==> config.mk <==
export PLATFORM = sky130hd
export DESIGN_NAME = gate_sweep_ctrl
export DESIGN_NICKNAME = d
export VERILOG_FILES = /design/src/rtl/gate_sweep_pkg.sv /design/src/rtl/settle_timer.sv /design/src/rtl/gate_sweep_ctrl.sv
export SDC_FILE = /design/constraint.sdc
export NUM_CORES = 1
export LEC_CHECK = 0
export CORE_MARGIN = 8
export CORE_UTILIZATION = 30
export CTS_BUF_LIST = sky130_fd_sc_hd__clkbuf_16
export DETAILED_ROUTE_END_ITERATION = 10
export PLACE_DENSITY_LB_ADDON = 0.15
export SLEW_MARGIN = 5
export SYNTH_ARGS = -nofsm -noshare
export SYNTH_HDL_FRONTEND = slang
export SYNTH_SLANG_ARGS = --single-unit
export TNS_END_PERCENT = 10
==> constraint.sdc <==
create_clock -name clk -period 1.9 [get_ports clk]
set_input_delay 0.285 -clock clk [delete_from_list [all_inputs] [get_ports clk]]
set_output_delay 0.285 -clock clk [all_outputs]
set_load 0.01 [all_outputs]
run_1/clock_wires.png
The bar under the picture is 20 um long.
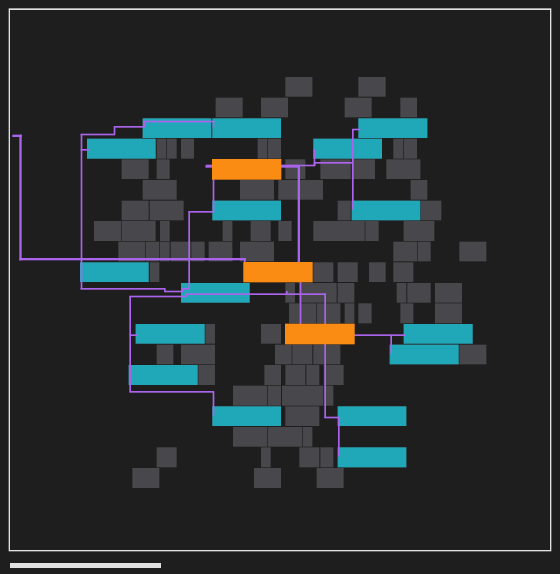
clock wires: marked purple, length 279 um. clock-net drivers: marked orange, count 3. flip-flops: marked cyan, count 16.
There are 4 routed clock nets.
Setup Skew: 0.00499 ns
clock network power: 0.000417 W
latest clock arrival within the worst-skew pair: 0.25 ns
Clk pwr share: 32.2%

run_1/sizing.png
The bar under the picture is 20 um long.
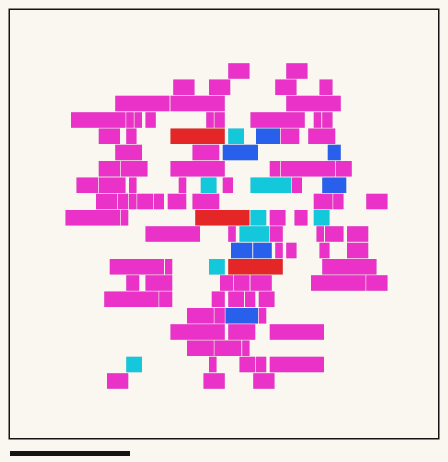
x3 and x4: marked cyan, cells 8. x2: marked blue, cells 7. x1 and smaller: marked magenta, cells 92. x6 and larger: marked red, cells 3.
Final Instance Area: 0.00124 mm2
Final WS setup: 0.0954 ns

run_1/ff_map.png
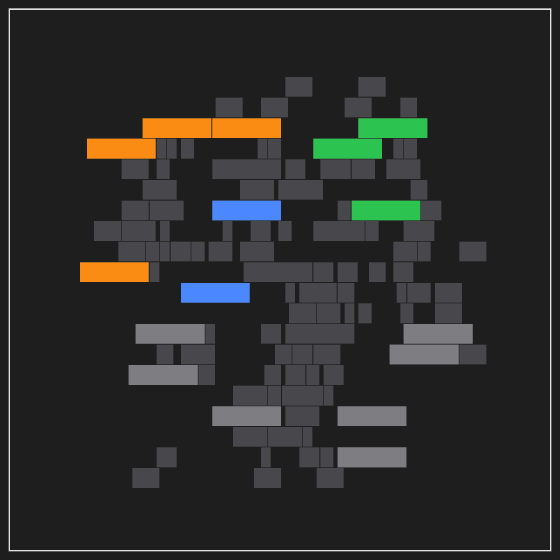
fail_mask: marked orange, sequential cells 4, where north-west. in_vec: marked blue, sequential cells 2. err_cnt: marked green, sequential cells 3.
Another 7 sequential cells are not colored.
end-of-flow core utilization: 41.8%
register area: 400 um2

==> results.sh, run 1 <==
# source this file to load flow results
export IMPL_status="completed"
export IMPL_place_inst=139
export IMPL_max_cap_viol_count=0
export IMPL_cts_tree="built"
export IMPL_routedLengthMet1_um=858
export IMPL_synth_seq_share_pct=43.5
export IMPL_final_antenna_net_count=0
export IMPL_port_buffers=16
export IMPL_die_area_mm2=0.00509
export IMPL_reg2reg_slack_ns=0.1
export IMPL_drc=0
export IMPL_setup_viol=0
export IMPL_cp_end_kind="register"
export IMPL_ff_type="dfrtp_1"
export IMPL_p_leak_nw=0.581
export IMPL_antenna_found_initial=0
export IMPL_period_minus_slack_ns=1.80
export IMPL_die_w_um=71.4
export IMPL_yosys_area_um2=920
export IMPL_avgRoutedWirePerCell_um=13.2
export IMPL_top_layer="met4"
export IMPL_ir_worst_vdd_mv=0.326
export IMPL_pre_cts_ws_ns=0.0745
export IMPL_wl_um=1890
export IMPL_top_cell_area_share_pct=43.5
export IMPL_met2WireLength_um=850
export IMPL_syn_area_um2=920
export IMPL_ys_ff=16
export IMPL_power_per_cell_area_mw_per_mm2=1040
export IMPL_tool_warnings=34
export IMPL_ys_types=30
export IMPL_required_ns=2.04
export IMPL_drive_above_1_share_pct=16.4
export IMPL_mi_logic_area_um2=488
export IMPL_grt_pass1_wl_um=3350
export IMPL_period_used_pct=95.0
export IMPL_finalSetupTns_ns=0
export IMPL_ios=17
export IMPL_yosys_warnings=0
export IMPL_crit_arrival_ns=1.94
export IMPL_initial_core_util_pct=30.9
export IMPL_maxClockFrequency_mhz=554
export IMPL_route_met3_wl_um=152
## run 1: layer usage
layer	vias to the layer above	global-route usage [%]
met1	323	9.67
met3	4	3.91
met4	0	3.46
met5	-	0
met2	11	12.9
li1	343	-
## run 1: Yosys cell counts, types with 2 or more instances
| master | n |
|---|---|
| xnor2_1 | 2 |
| nor2b_1 | 3 |
| dfrtp_1 | 16 |
| ha_1 | 12 |
| nor3_1 | 3 |
| mux2_2 | 2 |
| nor2_1 | 5 |
| o31ai_1 | 3 |
| o21ai_0 | 5 |
| nand2b_1 | 2 |
| inv_1 | 8 |
| a21oi_1 | 6 |
## run 1: critical path, stage by stage (launching register included)
cell	delay (ns)
dfrtp_1	0.39
inv_1	0.13
ha_2	0.23
or2b_2	0.35
nand2b_4	0.10
mux2_2	0.33
a21o_1	0.17
## run 1: through the flow
| stage | hold WS (ns) | util [%] | cell area [um2] | power (W) |
|---|---|---|---|---|
| detailed placement | 0.422 | 39.0 | 1160 | 0.000885 |
| global route | 0.391 | 41.8 | 1240 | 0.00140 |
| finish | 0.357 | 41.8 | 1240 | 0.00129 |
| floorplan | -0.0106 | - | 920 | 0.000726 |
| CTS | 0.372 | 41.7 | 1240 | 0.00131 |
| global placement | 0.426 | 39.0 | 1160 | 0.000890 |
## run 1: where the power goes
| group | switching [W] | leakage (nW) | internal (W) |
|---|---|---|---|
| Sequential | 0.0000349 | 0.217 | 0.000399 |
| Combinational | 0.000231 | 0.326 | 0.000212 |
| Clock | 0.000138 | 0.0385 | 0.000280 |
## run 1: layout by cell type (no fill, tap or decap)
cell type and n:
xnor2_1 2, a22o_1 1, nand2b_4 1, nand2_1 1
nand3b_1 1, a31oi_1 1, mux2_2 2, ha_1 11
nor3b_4 1, clkdlybuf4s50_1 16, o41ai_1 1, nor3b_1 1
o21ai_0 5, clkbuf_16 3, nor3_1 3, a21oi_1 6
a21o_1 1, inv_1 8, nand2b_1 2, o211ai_1 1
and3_1 1, mux2i_1 1, dfrtp_1 16, o31ai_1 3
clkinv_1 1, buf_4 6, and3b_2 1, nand2_2 1
xor2_2 1, or2b_2 1, nor2b_1 3, nand3_1 1
nor2_1 5, ha_2 1
## run 1: final cells by class
| cell class | count | area share [%] |
|---|---|---|
| Tap cell | 33 | 3.32 |
| Timing Repair Buffer | 22 | 16.5 |
| Inverter | 8 | 2.41 |
| Clock inverter | 1 | 0.302 |
| Sequential cell | 16 | 32.2 |
| Clock buffer | 3 | 6.04 |
| Multi-Input combinational cell | 60 | 39.2 |
## run 1: logic make-up after synthesis
logic type / synth area share (%)
adders and majority gates: 16.3
DFF: 43.5
xor gates and xnor gates: 3.67
AOI/OAI and AO/OA: 12.7
buffers and inverters: 3.67
muxes: 3.54
and+or+nand+nor: 16.6
## run 1: repair_timing
item | 4_1_cts | 5_1_grt
setup endpoints to repair | 0 | 1
hold endpoints to repair | 0 | 0
resized | 0 | 1
run_1/clock_nets.png
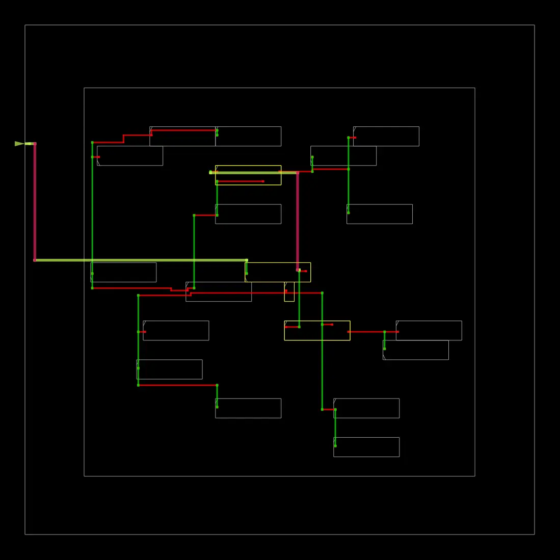

## Run 2: what changed since run 1
- CORE_UTILIZATION: 30 -> 50
run_2/clock_nets.png
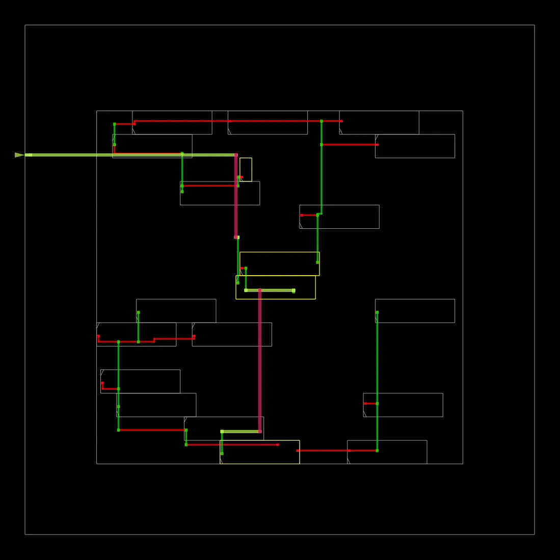
clock network power: 0.000405 W
latest clock arrival within the worst-skew pair: 0.24 ns

run_2/ff_map.png
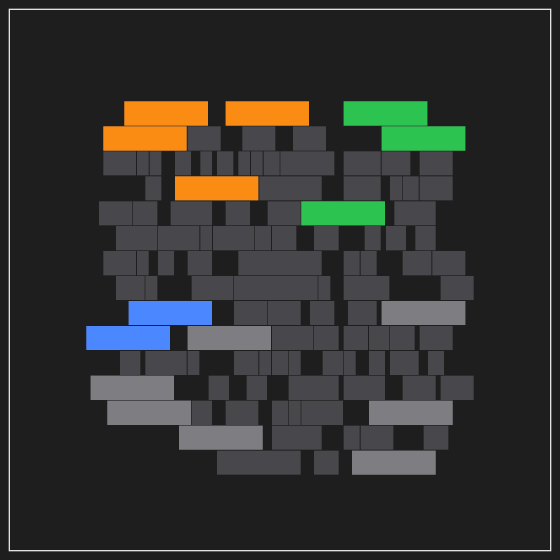
fail_mask: marked orange, sequential cells 4. in_vec: marked blue, sequential cells 2. err_cnt: marked green, sequential cells 3.
Another 7 sequential cells are not colored.
seq pwr: 0.000438 W
Seq area share: 32.6%
end-of-flow core utilization: 71.2%

==> results.sh, run 2 <==
# source this file to load flow results
export IMPL_status="completed"
export IMPL_required_ns=2.03
export IMPL_setup_viol=0
export IMPL_drive_above_1_share_pct=16.5
export IMPL_placed_area_mm2=0.00114
export IMPL_max_cap_viol_count=0
export IMPL_crit_buf_inv=1
export IMPL_die_w_um=58.9
export IMPL_die_area_mm2=0.00347
export IMPL_ys_types=30
export IMPL_holdWs_ns=0.364
export IMPL_yosys_cell_count_top_type="dfrtp_1"
export IMPL_ir_worst_vdd_mv=0.717
export IMPL_cts_tree="built"
export IMPL_cp_depth=6
export IMPL_period_minus_slack_ns=1.81
export IMPL_drc=0
export IMPL_wl_um=1840
export IMPL_tool_warnings=34
export IMPL_critPathMaxStageDelay_ns=0.40
export IMPL_initial_core_util_pct=53.3
export IMPL_ios=17
export IMPL_yosys_area_um2=920
export IMPL_reg2reg_slack_ns=0.09
export IMPL_layout_top_cells="dfrtp_1 (16), clkdlybuf4s50_1 (16), ha_1 (10)"
export IMPL_ff_type="dfrtp_1"
export IMPL_cp_slowest_cell="dfrtp_1"
export IMPL_crit_family="simple AND/OR/NAND/NOR gates"
export IMPL_top_cell_area_share_pct=43.5
export IMPL_finalSetupTns_ns=0
export IMPL_final_antenna_net_count=0
export IMPL_yosys_warnings=0
export IMPL_port_buffers=16
export IMPL_postCtsResizedCells=0
run_2/clock_wires.png
The bar under the picture is 20 um long.
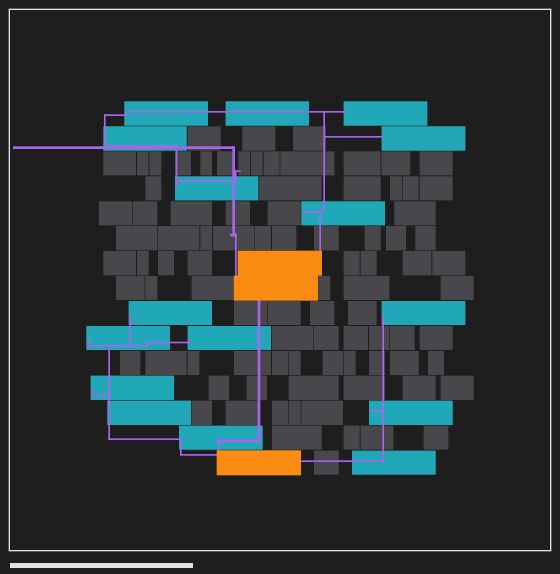
flip-flops: marked cyan, count 16. clock-net drivers: marked orange, count 3. clock wires: marked purple, length 221 um.
There are 4 routed clock nets.
Setup Skew: 0.00132 ns
Clk pwr share: 31.4%

==> run 2: cell types whose count changed in the layout (fill, tap and decap cells not counted), sizes merged <==
cell	delta
buf	-1
==> run 2: cell type report <==
class | instances | area, um2 | area share (%)
multi-input cells | 60 | 490 | 39.9
flip-flops and latches | 16 | 400 | 32.6
repair buffers | 21 | 198 | 16.1
clock buffers | 3 | 75.1 | 6.11
well taps | 25 | 31.3 | 2.55
inverters | 8 | 30.0 | 2.44
clock inverters | 1 | 3.75 | 0.305
==> run 2: logic make-up (layout without fill, tap and decap cells) <==
family,after synthesis,after routing,synth area share (%)
simple gates,23,23,16.6
compound gates,19,19,12.7
flops,16,16,43.5
fa+ha+maj,12,12,16.3
buf+inv,9,33,3.67
xor+xnor,3,3,3.67
mux,3,3,3.54
==> run 2: metrics by stage <==
step | util (%) | total power [W] | setup slack (ns)
4_1_cts | 70.9 | 0.00130 | 0.0762
3_5_place_dp | 66.3 | 0.000882 | 0.0831
6_report | 71.2 | 0.00129 | 0.0933
2_1_floorplan | - | 0.000726 | 0.193
3_3_place_gp | 66.3 | 0.000872 | 0.118
5_1_grt | 71.2 | 0.00139 | 0.00464
==> run 2: where the power goes <==
part / internal, W / leakage (nW) / switching [W]
Combinational: 0.000212 / 0.318 / 0.000237
Sequential: 0.000400 / 0.217 / 0.0000381
Clock: 0.000279 / 0.0385 / 0.000127
Total: 0.000891 / 0.573 / 0.000401
==> run 2: metal layers <==
layer | global-route usage [%] | up-vias | routed length [um]
met2 | 19.0 | 19 | 837
met1 | 14.3 | 333 | 865
met4 | 5.12 | 0 | 25
met3 | 3.48 | 4 | 109
li1 | - | 338 | -
met5 | 0 | - | 0
Power figures rest on the tool's default switching activity, not on a simulated workload.
